==> src/rtl/serial_frame_rx.sv <==
`default_nettype none
// ============================================================================
//  Module      : serial_frame_rx
//  Description : Receiver for the MSB-first serial shift link. Samples the
//                line on bit-strobe cycles, detects a start bit (0), shifts
//                WIDTH data bits in at the LSB and checks the stop bit (1).
//                A good frame updates data_out with a one-cycle valid pulse;
//                a low stop bit gives a one-cycle frame_err pulse instead.
//
//  Parameters  : WIDTH      - data bits per frame (>= 2)
//
//  Ports       : clk        - system clock, all state changes on posedge
//                rst        - synchronous active-high reset
//                en         - bit strobe; line sampled only when en=1
//                sin        - serial line, idles high
//                data_out   - last correctly framed word (registered)
//                valid      - one-cycle pulse when data_out updates
//                frame_err  - one-cycle pulse on a low stop bit
//                parity_err - one-cycle pulse on even-parity failure
//                             (only with SERIAL_RX_PARITY_EN)
//                busy       - high while a frame is in progress
//
//  Build option: SERIAL_RX_PARITY_EN - adds an even-parity bit between the
//                data bits and the stop bit, plus the parity_err output.
//
//  Revision    : 1.0 - initial release
// ============================================================================
module serial_frame_rx #(
    parameter int WIDTH = 4
) (
    input  logic             clk,
    input  logic             rst,
    input  logic             en,
    input  logic             sin,
    output logic [WIDTH-1:0] data_out,
    output logic             valid,
    output logic             frame_err,
`ifdef SERIAL_RX_PARITY_EN
    output logic             parity_err,
`endif
    output logic             busy
);

    // One extra count bit so the counter can hold WIDTH itself after the
    // last data sample; it is cleared again on the next start bit.
    localparam int               c_CW   = $clog2(WIDTH) + 1;
    localparam logic [c_CW-1:0]  c_LAST = c_CW'(WIDTH - 1);
    localparam logic [c_CW-1:0]  c_ONE  = c_CW'(1);

    typedef enum logic [1:0] {
        S_IDLE   = 2'd0,
        S_DATA   = 2'd1,
`ifdef SERIAL_RX_PARITY_EN
        S_PARITY = 2'd3,
`endif
        S_STOP   = 2'd2
    } state_t;

    state_t             r_state;
    logic [WIDTH-1:0]   r_sr;
    logic [c_CW-1:0]    r_cnt;
    logic [WIDTH-1:0]   r_data;
    logic               r_valid;
    logic               r_ferr;
`ifdef SERIAL_RX_PARITY_EN
    logic               r_par;
    logic               r_perr;
`endif

    always_ff @(posedge clk) begin
        if (rst) begin
            r_state <= S_IDLE;
            r_sr    <= '0;
            r_cnt   <= '0;
            r_data  <= '0;
            r_valid <= 1'b0;
            r_ferr  <= 1'b0;
`ifdef SERIAL_RX_PARITY_EN
            r_par   <= 1'b0;
            r_perr  <= 1'b0;
`endif
        end else begin
            // Status outputs are single-cycle pulses; they only get set on
            // the strobe that samples the stop bit.
            r_valid <= 1'b0;
            r_ferr  <= 1'b0;
`ifdef SERIAL_RX_PARITY_EN
            r_perr  <= 1'b0;
`endif
            if (en) begin
                case (r_state)
                    S_IDLE: begin
                        if (!sin) begin
                            r_state <= S_DATA;
                            r_cnt   <= '0;
                        end
                    end
                    S_DATA: begin
                        r_sr  <= {r_sr[WIDTH-2:0], sin};
                        r_cnt <= r_cnt + c_ONE;
                        if (r_cnt == c_LAST) begin
`ifdef SERIAL_RX_PARITY_EN
                            r_state <= S_PARITY;
`else
                            r_state <= S_STOP;
`endif
                        end
                    end
`ifdef SERIAL_RX_PARITY_EN
                    S_PARITY: begin
                        r_par   <= sin;
                        r_state <= S_STOP;
                    end
`endif
                    S_STOP: begin
                        // A bad stop bit wins over any parity result.
                        if (!sin) begin
                            r_ferr <= 1'b1;
`ifdef SERIAL_RX_PARITY_EN
                        end else if (^{r_sr, r_par}) begin
                            r_perr <= 1'b1;
`endif
                        end else begin
                            r_data  <= r_sr;
                            r_valid <= 1'b1;
                        end
                        r_state <= S_IDLE;
                    end
                    default: r_state <= S_IDLE;
                endcase
            end
        end
    end

    assign data_out   = r_data;
    assign valid      = r_valid;
    assign frame_err  = r_ferr;
`ifdef SERIAL_RX_PARITY_EN
    assign parity_err = r_perr;
`endif
    assign busy       = (r_state != S_IDLE);

endmodule
`default_nettype wire

==> config.mk <==
export PLATFORM = sky130hd
export DESIGN_NAME = serial_frame_rx
export DESIGN_NICKNAME = d
export VERILOG_FILES = /design/src/rtl/serial_frame_rx.sv
export SDC_FILE = /design/constraint.sdc
export NUM_CORES = 1
export LEC_CHECK = 0
export CAP_MARGIN = 30
export CORE_AREA = 2 2 39 41
export DETAILED_ROUTE_END_ITERATION = 16
export DIE_AREA = 0 0 41 43
export PLACE_DENSITY = 0.81
export SKIP_LAST_GASP = 1
export SYNTH_ARGS = -nofsm -noshare
export SYNTH_HDL_FRONTEND = slang
export SYNTH_SLANG_ARGS = --single-unit
==> constraint.sdc <==
create_clock -name clk -period 2.5 [get_ports clk]
set_clock_uncertainty 0.15 [all_clocks]
set_input_delay 0.375 -clock clk [delete_from_list [all_inputs] [get_ports clk]]
set_output_delay 0.375 -clock clk [all_outputs]
set_load 0.005 [all_outputs]
Figure 1. Floorplan with the power grid (run 1).
Pins as bars on the die edge. Tap cells in grey.
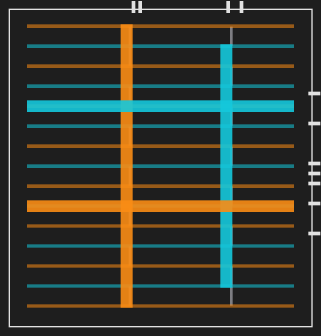
Cyan shows VDD. Orange shows VSS.
The core has 14 rows. 16 tap cells. 11 signal pins sit on the boundary. 2 straps on met5.
DIE WIDTH: 41 µm
VDD IR max: 0.0003037 V
core area: 0.001384 mm²

Figure 2. Cells coloured by class (run 1).
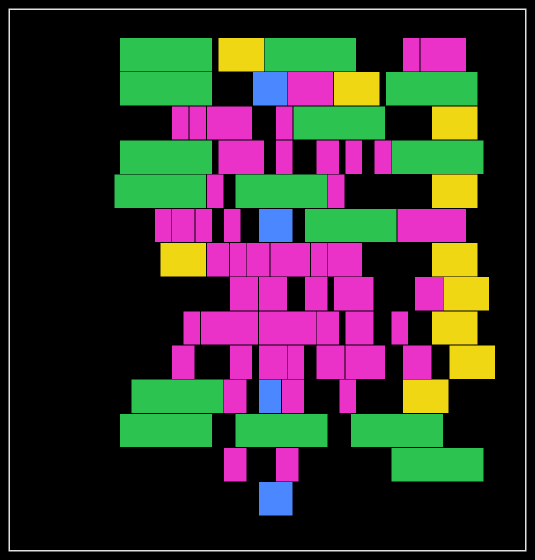
Blue shows clock drivers and dummy loads, cells 4. Green shows flip-flops, cells 15. Yellow shows other buffers and delay cells, cells 10. Magenta shows all other logic, cells 48.

Figure 3. Clock distribution (run 1).
The bar under the picture is 10 µm long.
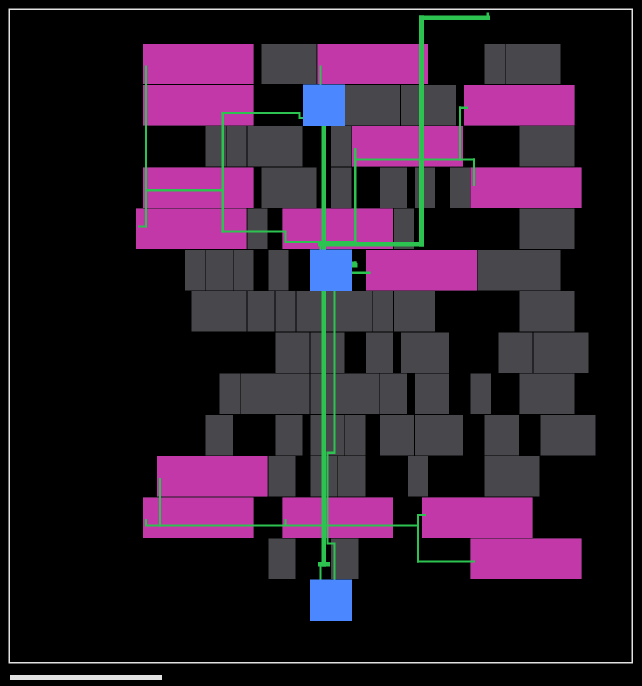
Magenta shows flip-flops, count 15. Blue shows cells driving clock nets, count 3. Green shows clock wires, length 179 µm.
There are 4 routed clock nets.

==> metrics.yaml, run 1 <==
detailed_routing:
  viasPerCell: 5.226
  dr.pass1.iters: 4
  vias: 486
  wl_met2_um: 476
yosys:
  ys_area_um2: 594.3
  edf_count: 0
  ys.warnings.count: 0
  synth_area_um2: 594.3
  synth-seq-cells: 15
  netlist_instances: 65
  ys_seq_share_pct: 50.53
  ys.flop_type: "dfxtp_1"
final_timing:
  setup_viol: 0
  fmax_mhz: 518.6
  fin_tns_setup_ns: 0
  hold_violations: 0
layout:
  logic_area_um2: 281.5
  diodes: 0
  fillers: 143
  area_share_nonclk_buffers_pct: 13.65
  comb_area_share_pct: 38.40
  final_util_pct: 52.98
  post-route-cell-area_um2: 733.2
  clockBufferCount: 3
  nNonClkBuffers: 10
  layout_top_cell: "dfxtp_1"
grt:
  grtUsageMet2_pct: 20.63
  busiest_layer: "met2"
  grt_pass1_vias: 413
  antenna_found_initial: 0
pwr:
  p_int_mw: 0.3123
  power.total_mw: 0.4071
  seq_power_mw: 0.244
  clock_power_mw: 0.139
  p_per_area_mw_per_mm2: 555.3
setup_path:
  path_buffers: 1
  cp_data_required_time_ns: 1.98
  critPathSlowestCell: "clkdlybuf4s50_1"
  crit_cells: 2
  crit_arrival_ns: 1.40
cts:
  cts_resized: 0
  cts_sinks: 15
  path_clk_slew_ns: 0.09
  htreeDepth: 1
placement:
  dp_slack_ns: 0.7051
  gp_congestion: 0.7233
outcome:
  status: "finished clean"
Figure 4. Routing congestion map (run 1).
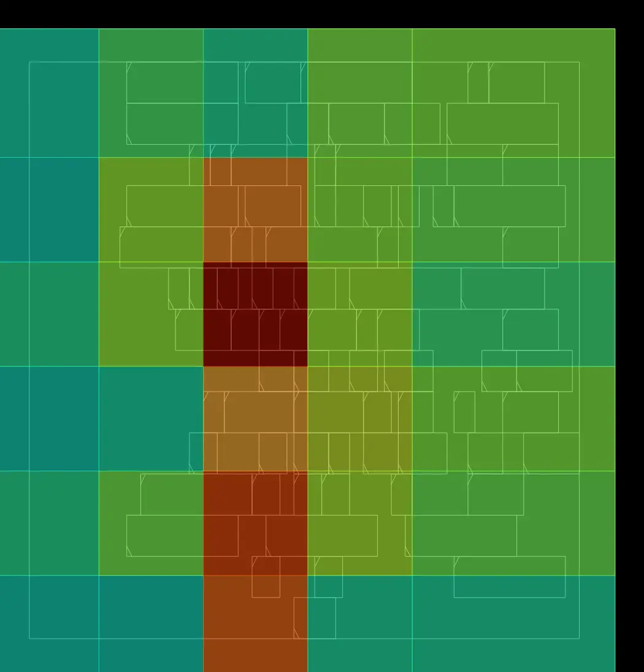

==> run 2: changes to the inputs <==
Settings changed: CORE_AREA 2 2 39 41 to 2 2 41 43, DIE_AREA 0 0 41 43 to 0 0 43 45, PLACE_DENSITY 0.81 to 0.77.
Clock period 2.5 ns to 1.7 ns, I/O delays scaled along.
Figure 5. Routing congestion map (run 2).
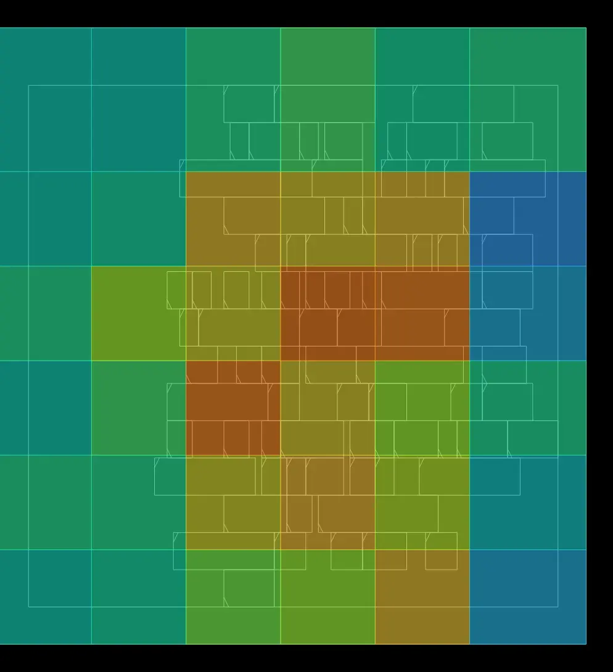
wire per inst: 11.45 µm
global route hottest layer: met2

==> run 2 against run 1 <==
Against the previous run:
- synthesized cell count is the same
- combinational power grew 56%
- cell area grew 1.4%
- die size is 9.8% higher
- worst hold slack got worse by 0.0052 ns
- critical path depth unchanged
==> metrics.yaml, run 2 <==
yosys:
  synth_area_um2: 594.3  # unchanged
  edf_count: 0  # unchanged
  ys.flop_type: "dfxtp_1"
  synth-seq-cells: 15  # unchanged
  ys_area_um2: 594.3  # unchanged
layout:
  logic_area_um2: 281.5  # unchanged
  fillers: 133  # -7.0%
  nNonClkBuffers: 11  # +1
  post-route-cell-area_um2: 743.2  # +1.4%
  diodes: 0  # unchanged
  final_util_pct: 50.51  # -2.5 points
setup_path:
  crit_arrival_ns: 1.19  # -0.21 ns
  cp_data_required_time_ns: 1.29  # -0.69 ns
  crit_cells: 2  # unchanged
  path_buffers: 1  # unchanged
final_timing:
  setup_viol: 0  # unchanged
  hold_violations: 0  # unchanged
cts:
  cts_sinks: 15  # unchanged
  htreeDepth: 1  # unchanged
grt:
  grtUsageMet2_pct: 23.03  # +2.4 points
  antenna_found_initial: 0  # unchanged
detailed_routing:
  dr.pass1.iters: 4  # unchanged
  vias: 496  # +2.1%
  viasPerCell: 5.277  # +0.97%
floorplanning:
  fp.dieW_um: 43  # +4.9%
  core_area_mm2: 0.001471  # +6.3%
outcome:
  status: "finished clean"
placement:
  dp_slack_ns: 0.05073  # -0.6544 ns
  gp_congestion: 0.7388  # +2.1%
pwr:
  clock_power_mw: 0.194  # +40%
  power.total_mw: 0.5904  # +45%
  p_per_area_mw_per_mm2: 794.5  # +43%
  p_int_mw: 0.4627  # +48%
Figure 6. Wiring by layer (run 2).
The bar under the picture is 10 µm long.
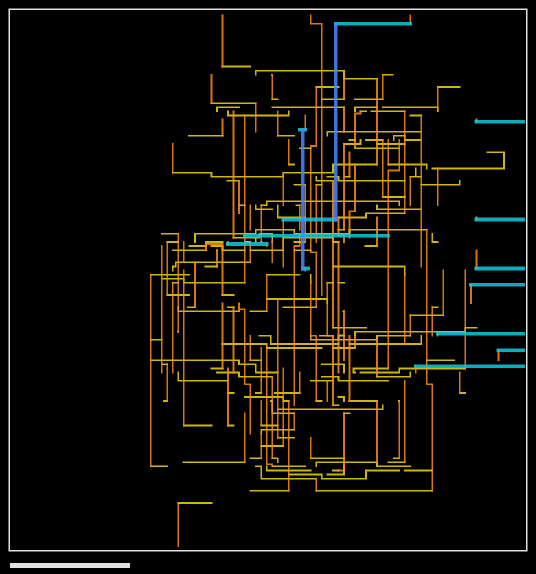

==> run 3: changes to the inputs <==
Settings changed: CORE_AREA 2 2 41 43 to 2 2 39 41, DIE_AREA 0 0 43 45 to 0 0 41 43, PLACE_DENSITY 0.77 to 0.81.
Clock period 1.7 ns to 2.04 ns, I/O delays scaled along.
Figure 7. Wiring by layer (run 3).
The bar under the picture is 10 µm long.
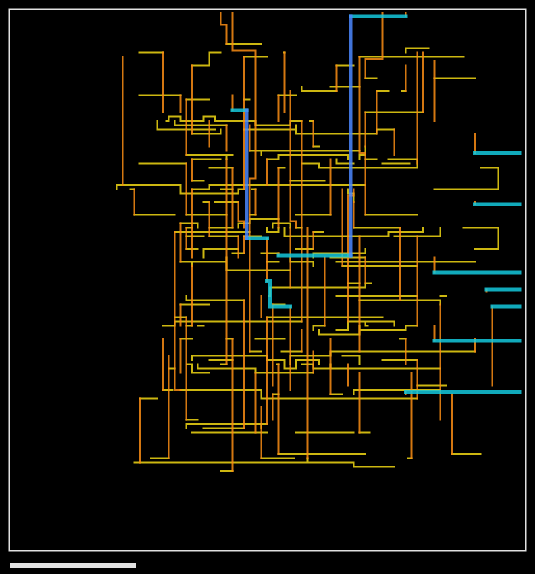
Orange shows met2, wire length 462 µm. Blue shows met4, wire length 29.2 µm. Cyan shows met3, wire length 51.4 µm. Yellow shows met1, wire length 511 µm.

==> run 3 against run 2 <==
Against the previous run:
- register-to-register slack improved by 0.33 ns
- core utilization rose by 2.5 points
- count of clock-buffer cells in the layout fell by 1
- sequential power fell by 17%
- global-route usage rose by 0.96 points
- worst hold slack barely moved
==> metrics.yaml, run 3 <==
floorplanning:
  fp.dieW_um: 41  # -4.7%
  core_area_mm2: 0.001384  # -6.0%
layout:
  final_cell_mix: "15 x dfxtp_1, 11 x nand2_1, 10 x clkdlybuf4s50_1"
  logic_area_um2: 281.5  # unchanged
  final_util_pct: 52.98  # +2.5 points
  post-route-cell-area_um2: 733.2  # -1.3%
  regArea_um2: 300.3
  nNonClkBuffers: 10  # -1
  fillers: 140  # +5.3%
  diodes: 0  # unchanged
setup_path:
  cp_data_required_time_ns: 1.58  # +0.29 ns
  crit_arrival_ns: 1.39  # +0.20 ns
  path_buffers: 1  # unchanged
  crit_cells: 2  # unchanged
grt:
  busiest_layer: "met2"
  antenna_found_initial: 0  # unchanged
  grtUsageMet2_pct: 21.25  # -1.8 points
final_timing:
  setup_ws_ns: 0.1911
  rsz0062_at_grt: "false"
  setup_viol: 0  # unchanged
  fin_tns_setup_ns: 0
  hold_violations: 0  # unchanged
pwr:
  clock_power_mw: 0.163  # -16%
  power.total_mw: 0.4920  # -17%
  p_int_mw: 0.3824  # -17%
  p_per_area_mw_per_mm2: 671.1  # -16%
yosys:
  synth_cell_types: 20
  synth-seq-cells: 15  # unchanged
  ys.flop_type: "dfxtp_1"
  synth_area_um2: 594.3  # unchanged
  ys_area_um2: 594.3  # unchanged
  edf_count: 0  # unchanged
  top_logic_kind: "simple AND/OR/NAND/NOR gates"
  synthesis.nets: 71
detailed_routing:
  viasPerCell: 4.978  # -5.6%
  routedWlPerCell_um: 11.32  # -1.1%
  ant_nets: 0
  dr.pass1.iters: 4  # unchanged
  vias: 463  # -6.7%
cts:
  cts_sinks: 15  # unchanged
  htreeDepth: 1  # unchanged
outcome:
  status: "finished clean"
placement:
  dp_slack_ns: 0.3312  # +0.2805 ns
  gp_congestion: 0.7233  # -2.1%
No activity file was given, so power comes from the tool's default toggle rates.
